--- config.mk ---
export PLATFORM = sky130hd
export DESIGN_NAME = addsub_issue_stage
export DESIGN_NICKNAME = d
export VERILOG_FILES = /design/src/rtl/addsub_issue_stage.sv
export SDC_FILE = /design/constraint.sdc
export NUM_CORES = 1
export LEC_CHECK = 0
export CORE_UTILIZATION = 35
export CTS_BUF_LIST = sky130_fd_sc_hd__clkbuf_4
export CTS_CLUSTER_DIAMETER = 80
export DETAILED_ROUTE_END_ITERATION = 8
export PLACE_DENSITY = 0.65
export SLEW_MARGIN = 20
export SYNTH_ARGS = -nofsm -noshare
export SYNTH_HDL_FRONTEND = slang
export SYNTH_SLANG_ARGS = --single-unit
--- constraint.sdc ---
create_clock -name clk -period 3.6 [get_ports clk]
set_clock_uncertainty 0.05 [all_clocks]
set_input_delay 0.36 -clock clk [delete_from_list [all_inputs] [get_ports clk]]
set_output_delay 0.36 -clock clk [all_outputs]
set_load 0.05 [all_outputs]
--- src/rtl/addsub_issue_stage.sv ---
// Issue/capture stage around an external combinational WIDTH-bit adder with a 2-entry result FIFO.
// Optional macro ADDSUB_SAT_EN saturates out_sum on signed overflow.
module addsub_issue_stage #(
    parameter int WIDTH = 32
) (
    input  logic             clk,
    input  logic             rst_n,
    input  logic             in_valid,
    output logic             in_ready,
    input  logic [WIDTH-1:0] in_a,
    input  logic [WIDTH-1:0] in_b,
    input  logic             in_sub,
    input  logic             in_cin,
    input  logic             in_chain,
    output logic [WIDTH-1:0] add_a,
    output logic [WIDTH-1:0] add_b,
    output logic             add_cin,
    input  logic [WIDTH-1:0] add_sum,
    input  logic             add_cout,
    output logic             out_valid,
    input  logic             out_ready,
    output logic [WIDTH-1:0] out_sum,
    output logic             out_cout,
    output logic             out_ovf,
    output logic             out_zero
);

    localparam int MSB = WIDTH - 1;

    logic             s1_v;
    logic             carry_q;
    logic [1:0]       count;
    logic             wr_ptr;
    logic             rd_ptr;
    logic [WIDTH-1:0] res_sum [2];
    logic [1:0]       res_cout;
    logic [1:0]       res_ovf;
    logic [1:0]       res_zero;

    logic             accept;
    logic             capture;
    logic             pop;
    logic             carry_fwd;
    logic             cap_ovf;
    logic             cap_zero;
    logic [WIDTH-1:0] cap_sum;

    assign capture   = s1_v && (count != 2'd2);
    assign in_ready  = !s1_v || (count != 2'd2);
    assign accept    = in_valid && in_ready;
    assign pop       = (count != 2'd0) && out_ready;
    // A back-to-back chained word must see the carry being captured this very cycle.
    assign carry_fwd = capture ? add_cout : carry_q;

    always_comb begin
        cap_ovf = (add_a[MSB] == add_b[MSB]) && (add_sum[MSB] != add_a[MSB]);
        cap_sum = add_sum;
`ifdef ADDSUB_SAT_EN
        if (cap_ovf) begin
            cap_sum = add_a[MSB] ? {1'b1, {MSB{1'b0}}} : {1'b0, {MSB{1'b1}}};
        end
`endif
        cap_zero = (cap_sum == '0);
    end

    always_ff @(posedge clk) begin
        if (!rst_n) begin
            s1_v    <= 1'b0;
            add_a   <= '0;
            add_b   <= '0;
            add_cin <= 1'b0;
        end else if (accept) begin
            s1_v    <= 1'b1;
            add_a   <= in_a;
            add_b   <= in_sub ? ~in_b : in_b;
            add_cin <= in_chain ? carry_fwd : (in_sub ? ~in_cin : in_cin);
        end else if (capture) begin
            s1_v    <= 1'b0;
        end
    end

    always_ff @(posedge clk) begin
        if (!rst_n) begin
            count   <= 2'd0;
            wr_ptr  <= 1'b0;
            rd_ptr  <= 1'b0;
            carry_q <= 1'b0;
        end else begin
            if (capture) begin
                wr_ptr  <= ~wr_ptr;
                carry_q <= add_cout;
            end
            if (pop) begin
                rd_ptr <= ~rd_ptr;
            end
            case ({capture, pop})
                2'b10:   count <= count + 2'd1;
                2'b01:   count <= count - 2'd1;
                default: count <= count;
            endcase
        end
    end

    // Entry storage needs no reset: outputs are masked while the buffer is empty.
    always_ff @(posedge clk) begin
        if (capture) begin
            res_sum[wr_ptr]  <= cap_sum;
            res_cout[wr_ptr] <= add_cout;
            res_ovf[wr_ptr]  <= cap_ovf;
            res_zero[wr_ptr] <= cap_zero;
        end
    end

    assign out_valid = (count != 2'd0);
    assign out_sum   = out_valid ? res_sum[rd_ptr]  : '0;
    assign out_cout  = out_valid ? res_cout[rd_ptr] : 1'b0;
    assign out_ovf   = out_valid ? res_ovf[rd_ptr]  : 1'b0;
    assign out_zero  = out_valid ? res_zero[rd_ptr] : 1'b0;

endmodule

==> flow_summary.yaml <==
# flow metrics
status:
  outcome: "finished, final reports clean"
global_routing:
  grt_first_pass_wirelength_um: 21300
  grt_remaining_overflow: 0
  antenna_found_initial: 0
clocking:
  h-tree-depth: 4
  cts_max_path_buffers: 2
  cts_sinks: 142
yosys:
  seq_area_frac_synth_pct: 62.0
  floorplan.nets: 589
  ys_sh_simple_pct: 11.8
  synth.top_cell.area_share_pct: 36.8
  synth_warnings: 0
layout:
  fin_nets: 786
  num_antenna_cells: 0
hold_path:
  whs_path_depth: 2
pwr:
  p_total_mw: 4.99
timing:
  layout_setup_ws_ns: 0.777
  slew_violations: 0
worst_setup_path:
  cp.arrival_ns: 2.41
  slowest_delay_ns: 0.82
floorplan:
  initCoreUtil_pct: 36.0
drt:
  wl_um: 13500
  vias_per_cell: 4.62
## state kept, by name, summed over array words and instances, names as in the netlist, named ones only
signal	cells
carry_q	1
res_ovf	2
res_sum	64
s1_v	1
res_zero	2
count	2
add_b	32
res_cout	2
wr_ptr	1
add_a	32
rd_ptr	1
add_cin	1
## worst max-delay path by stage
stage / cells past startpoint / start / to
after CTS: 4 / register / out_sum[19]
after global routing: 4 / register / out_sum[16]
final: 4 / register / out_sum[19]
after global placement: 4 / register / out_sum[20]
after floorplan: 3 / count[0] / res_cout[0]
after detailed placement: 5 / in_valid / add_a[11]
## power by group
part           switching [mW]  internal [mW]  leakage, nW  total [mW]
Sequential             0.0910           1.85         1.24        1.94
Combinational            1.34          0.742         1.75        2.08
Clock                   0.662          0.311        0.144       0.973
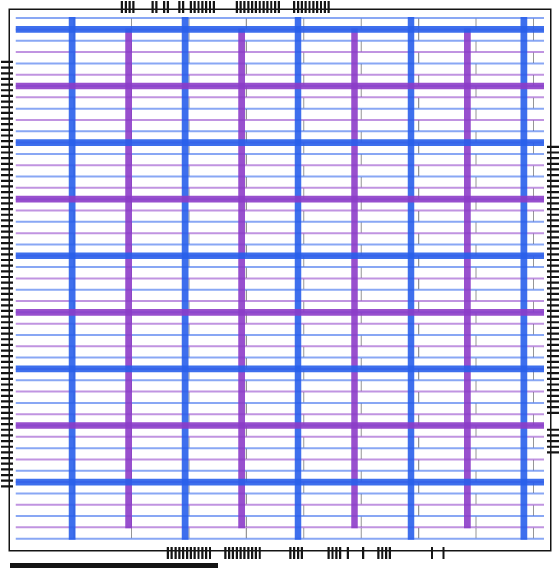
**Above:** supply network.
The bar under the picture is 50 um long. Pins as bars on the die edge. Tap cells in grey.
- VSS: blue
- VDD: purple
- met1 rails: 47
- met5 straps: 9
- rows: 46
- signal pins: 206
die extent in y: 130 um
die width: 130 um
Peak VDD IR: 0.000322 V
core region area: 0.0159 mm^2

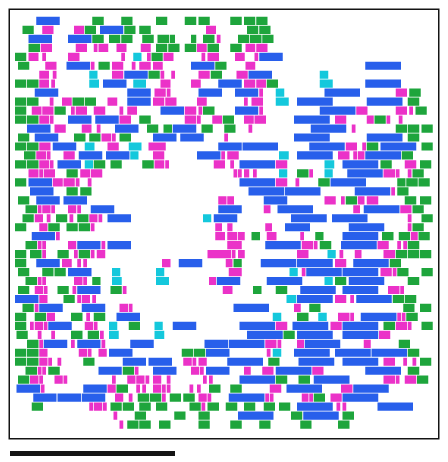
**Above:** cells coloured by class.
The bar under the picture is 50 um long.
- registers: blue (cells 142; share of their area 45%)
- remaining buffers and delay cells: green (cells 212; share of their area 26%)
- clock drivers and dummy loads: cyan (cells 32; share of their area 3.4%)
- remaining logic cells: magenta (cells 308; share of their area 25%)
Design Area, Final: 0.00818 mm^2
flop share of the area: 43.3%
final core occ: 51.5%

Power and IR drop assume default switching activity.
